Fig. 1: selected gate families
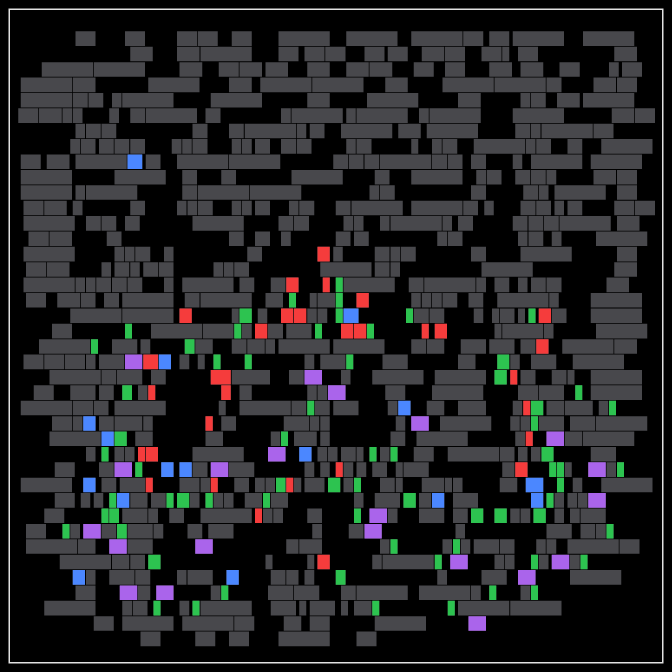
Fig. 2: where the registers sit
Scale bar: 20 µm. Other sequential cells in the stronger grey, the rest of the logic in the fainter grey.
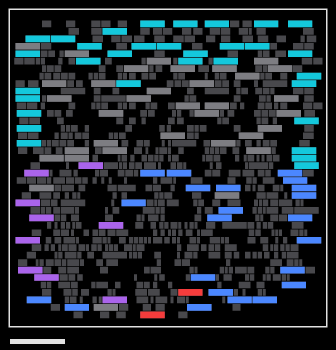
**src/rtl/oscillator_phase_gen_pkg.sv**
```systemverilog
// Shared types for the per-voice oscillator phase generator.
// Latency: n/a (types and constants only).
// Backpressure: n/a.
//
// Holds the quarter-wave address types, the run-state encoding and the
// default accumulator/LUT address widths.
package oscillator_phase_gen_pkg;

    localparam int PHASE_ACC_WIDTH    = 32;
    localparam int LONG_PERCENT_WIDTH = 10;

    typedef logic [LONG_PERCENT_WIDTH-1:0] long_percent_t;

    // FRONT = rising quarter (quadrants 0,2), BACK = falling quarter (1,3).
    typedef enum logic {FRONT = 1'b0, BACK = 1'b1} oscillator_state_t;

    typedef enum logic [1:0] {IDLE = 2'd0, RUN = 2'd1, DRAIN = 2'd2} osc_run_state_t;

    typedef logic [1:0] quadrant_t;

    function automatic oscillator_state_t quad_to_state(input quadrant_t q);
        return q[0] ? BACK : FRONT;
    endfunction

endpackage

```
**src/rtl/oscillator_phase_gen.sv**
```systemverilog
// Per-voice phase accumulator feeding the sine LUT: quarter-wave address plus sign.
// Latency: 1 cycle from sample tick to o_sample_valid with the stepped phase.
// Backpressure: none; every tick yields exactly one output sample.
//
// Ports:
//   i_clock, i_reset        clock, asynchronous active-high reset
//   i_sample_tick           one-cycle strobe at the audio sample rate
//   i_note_start/_stop      start (phase 0) / stop at next cycle wrap
//   i_increment, i_increment_load   tuning word and its capture strobe
//   o_state, o_phase, o_negative    quarter-wave address and half-cycle sign
//   o_sample_valid          one-cycle pulse per tick
//   o_active                high while running or draining
module oscillator_phase_gen
    import oscillator_phase_gen_pkg::*;
#(
    parameter int ACC_WIDTH   = PHASE_ACC_WIDTH,
    parameter int PHASE_WIDTH = LONG_PERCENT_WIDTH
) (
    input  logic                   i_clock,
    input  logic                   i_reset,
    input  logic                   i_sample_tick,
    input  logic                   i_note_start,
    input  logic                   i_note_stop,
    input  logic [ACC_WIDTH-1:0]   i_increment,
    input  logic                   i_increment_load,
    output oscillator_state_t      o_state,
    output logic [PHASE_WIDTH-1:0] o_phase,
    output logic                   o_negative,
    output logic                   o_sample_valid,
    output logic                   o_active
);

    osc_run_state_t         r_run;
    logic [ACC_WIDTH-1:0]   r_acc;
    logic [ACC_WIDTH-1:0]   r_inc_active;
    logic [ACC_WIDTH-1:0]   r_inc_pending;
    oscillator_state_t      r_state;
    logic [PHASE_WIDTH-1:0] r_phase;
    logic                   r_negative;
    logic                   r_sample_valid;

    osc_run_state_t         w_run_nxt;
    logic [ACC_WIDTH-1:0]   w_acc_nxt;
    logic [ACC_WIDTH-1:0]   w_inc_nxt;
    logic [ACC_WIDTH-1:0]   w_pend_nxt;
    logic [ACC_WIDTH:0]     w_sum;
    logic                   w_carry;
    quadrant_t              w_quad;

    assign w_sum   = {1'b0, r_acc} + {1'b0, r_inc_active};
    assign w_carry = w_sum[ACC_WIDTH];

    // A load in the same cycle as a transfer point is seen immediately,
    // so the most recent tuning word always wins.
    assign w_pend_nxt = i_increment_load ? i_increment : r_inc_pending;

    always_comb begin
        w_run_nxt = r_run;
        w_acc_nxt = r_acc;
        w_inc_nxt = r_inc_active;
        unique case (r_run)
            IDLE: begin
                w_acc_nxt = '0;
                if (i_note_start) begin
                    w_run_nxt = RUN;
                    w_inc_nxt = w_pend_nxt;
                end
            end
            RUN: begin
                if (i_note_start) begin
                    // Restart beats a coincident tick and a coincident stop.
                    w_acc_nxt = '0;
                    w_inc_nxt = w_pend_nxt;
                end else begin
                    if (r_inc_active == '0) begin
                        // A zero step never wraps, so tuning is taken at once.
                        w_inc_nxt = w_pend_nxt;
                    end else if (i_sample_tick) begin
                        w_acc_nxt = w_sum[ACC_WIDTH-1:0];
                        if (w_carry) begin
                            w_inc_nxt = w_pend_nxt;
                        end
                    end
                    if (i_note_stop) begin
                        w_run_nxt = DRAIN;
                    end
                end
            end
            DRAIN: begin
                if (i_note_start) begin
                    w_run_nxt = RUN;
                    w_acc_nxt = '0;
                    w_inc_nxt = w_pend_nxt;
                end else if (r_inc_active == '0) begin
                    w_run_nxt = IDLE;
                    w_acc_nxt = '0;
                end else if (i_sample_tick) begin
                    if (w_carry) begin
                        // Cycle completed: stop silently at phase 0.
                        w_run_nxt = IDLE;
                        w_acc_nxt = '0;
                        w_inc_nxt = w_pend_nxt;
                    end else begin
                        w_acc_nxt = w_sum[ACC_WIDTH-1:0];
                    end
                end
            end
            default: begin
                w_run_nxt = IDLE;
                w_acc_nxt = '0;
            end
        endcase
    end

    assign w_quad = w_acc_nxt[ACC_WIDTH-1 -: 2];

    always_ff @(posedge i_clock or posedge i_reset) begin
        if (i_reset) begin
            r_run          <= IDLE;
            r_acc          <= '0;
            r_inc_active   <= '0;
            r_inc_pending  <= '0;
            r_state        <= FRONT;
            r_phase        <= '0;
            r_negative     <= 1'b0;
            r_sample_valid <= 1'b0;
        end else begin
            r_run          <= w_run_nxt;
            r_acc          <= w_acc_nxt;
            r_inc_active   <= w_inc_nxt;
            r_inc_pending  <= w_pend_nxt;
            r_state        <= quad_to_state(w_quad);
            r_phase        <= w_acc_nxt[ACC_WIDTH-3 -: PHASE_WIDTH];
            r_negative     <= w_quad[1];
            r_sample_valid <= i_sample_tick;
        end
    end

    assign o_state        = r_state;
    assign o_phase        = r_phase;
    assign o_negative     = r_negative;
    assign o_sample_valid = r_sample_valid;
    assign o_active       = (r_run != IDLE);

endmodule

```
**config.mk**
```make
export PLATFORM = sky130hd
export DESIGN_NAME = oscillator_phase_gen
export DESIGN_NICKNAME = d
export VERILOG_FILES = /design/src/rtl/oscillator_phase_gen_pkg.sv /design/src/rtl/oscillator_phase_gen.sv
export SDC_FILE = /design/constraint.sdc
export NUM_CORES = 1
export LEC_CHECK = 0
export ABC_CLOCK_PERIOD_IN_PS = 8600
export CAP_MARGIN = 25
export CORE_UTILIZATION = 50
export DETAILED_ROUTE_END_ITERATION = 16
export PLACE_DENSITY_LB_ADDON = 0.05
export RECOVER_POWER = 100
export SLEW_MARGIN = 25
export SYNTH_ARGS = -nofsm -noshare
export SYNTH_HDL_FRONTEND = slang
export SYNTH_SLANG_ARGS = --single-unit
```
**constraint.sdc**
```tcl
create_clock -name i_clock -period 8.6 [get_ports i_clock]
set_input_delay 1.72 -clock i_clock [delete_from_list [all_inputs] [get_ports i_clock]]
set_output_delay 1.72 -clock i_clock [all_outputs]
set_load 0.01 [all_outputs]
```
==> impl_metrics.tcl <==
# yosys + openroad results
set metrics [dict create \
    chip_area_um2 13280 \
    combGateArea_um2 3615 \
    status "complete, but fails checks" \
    floorplan_stage_core_utilization_pct 52.28 \
    fin_skew_ns 0.008074 \
    drv_slew 82 \
    synth-cells-yosys 683 \
    timing.reg2reg.setup_slack_ns 4.03 \
    reported_max_cap_violation_count 2 \
    yosys_area_um2 6410 \
    area_share_clock_buf_inv_pct 3.868 \
    post_synth_inst_count 683 \
    post_drt_wl_per_cell_um 19.30 \
    cp_max_fo 37 \
    async_reset_ff_share_pct 100.0 \
    post_route_setup_tns_ns 0 \
    worst-path-stages 12 \
    failed_checks "max-capacitance violations, max-slew violations" \
    clock_tree.root_cell "clkbuf_16" \
    die_height_um 115.2 \
    drt_iter0_markers 463 \
    area_delta_synth_final_pct 12.53 \
    critical_path.max_stage_delay_ns 0.96 \
    worstRegToRegCells 12 \
    synth-edff-count 0 \
    floorplan.die.width_um 115.2 \
    netlist_area_um2 6410 \
]
Notes on Fig. 1 above:
Key: blue = and/or cells [cells 16]; purple = xor and xnor cells [cells 21]; green = nand cells [cells 68]; red = nor cells [cells 31]
logic share of the area: 50.11%
number of non-filler instances in the completed layout: 875

Notes on Fig. 2 above:
Key: blue = r_acc [sequential cells 22]; red = r_run [sequential cells 2]; cyan = r_inc_pending [sequential cells 32]; purple = o_phase [sequential cells 9]
register cell area after layout: 2477 µm²
fraction of the core area covered by cells at the end of the flow: 58.83%
flop share of the area: 34.35%
Sequential Power: 722 µW

==> Yosys cell counts (2+ instances only) <==
master and count:
a31oi_1 3, or2_2 3, buf_4 10, a22oi_1 61, o21ai_1 30, and2_1 2, nand4_1 8, nor2b_1 5
xnor2_1 11, nor4_1 9, buf_6 3, o21bai_1 35, a22o_1 7, o22ai_1 3, o21ai_0 49, nand2_1 49
nand2b_1 5, clkbuf_1 24, or3_1 5, and3_1 3, inv_1 18, o31ai_1 2, buf_2 9, xor2_1 10
mux2_2 32, a211oi_1 4, dfrtp_1 99, nand3_1 6, ha_1 36, a311oi_1 2, a21oi_1 70, buf_1 3
a32o_1 6, a21boi_0 2, nor2_1 14, a21o_1 21, o311ai_0 2
Power is estimated from default activity; no workload was simulated.
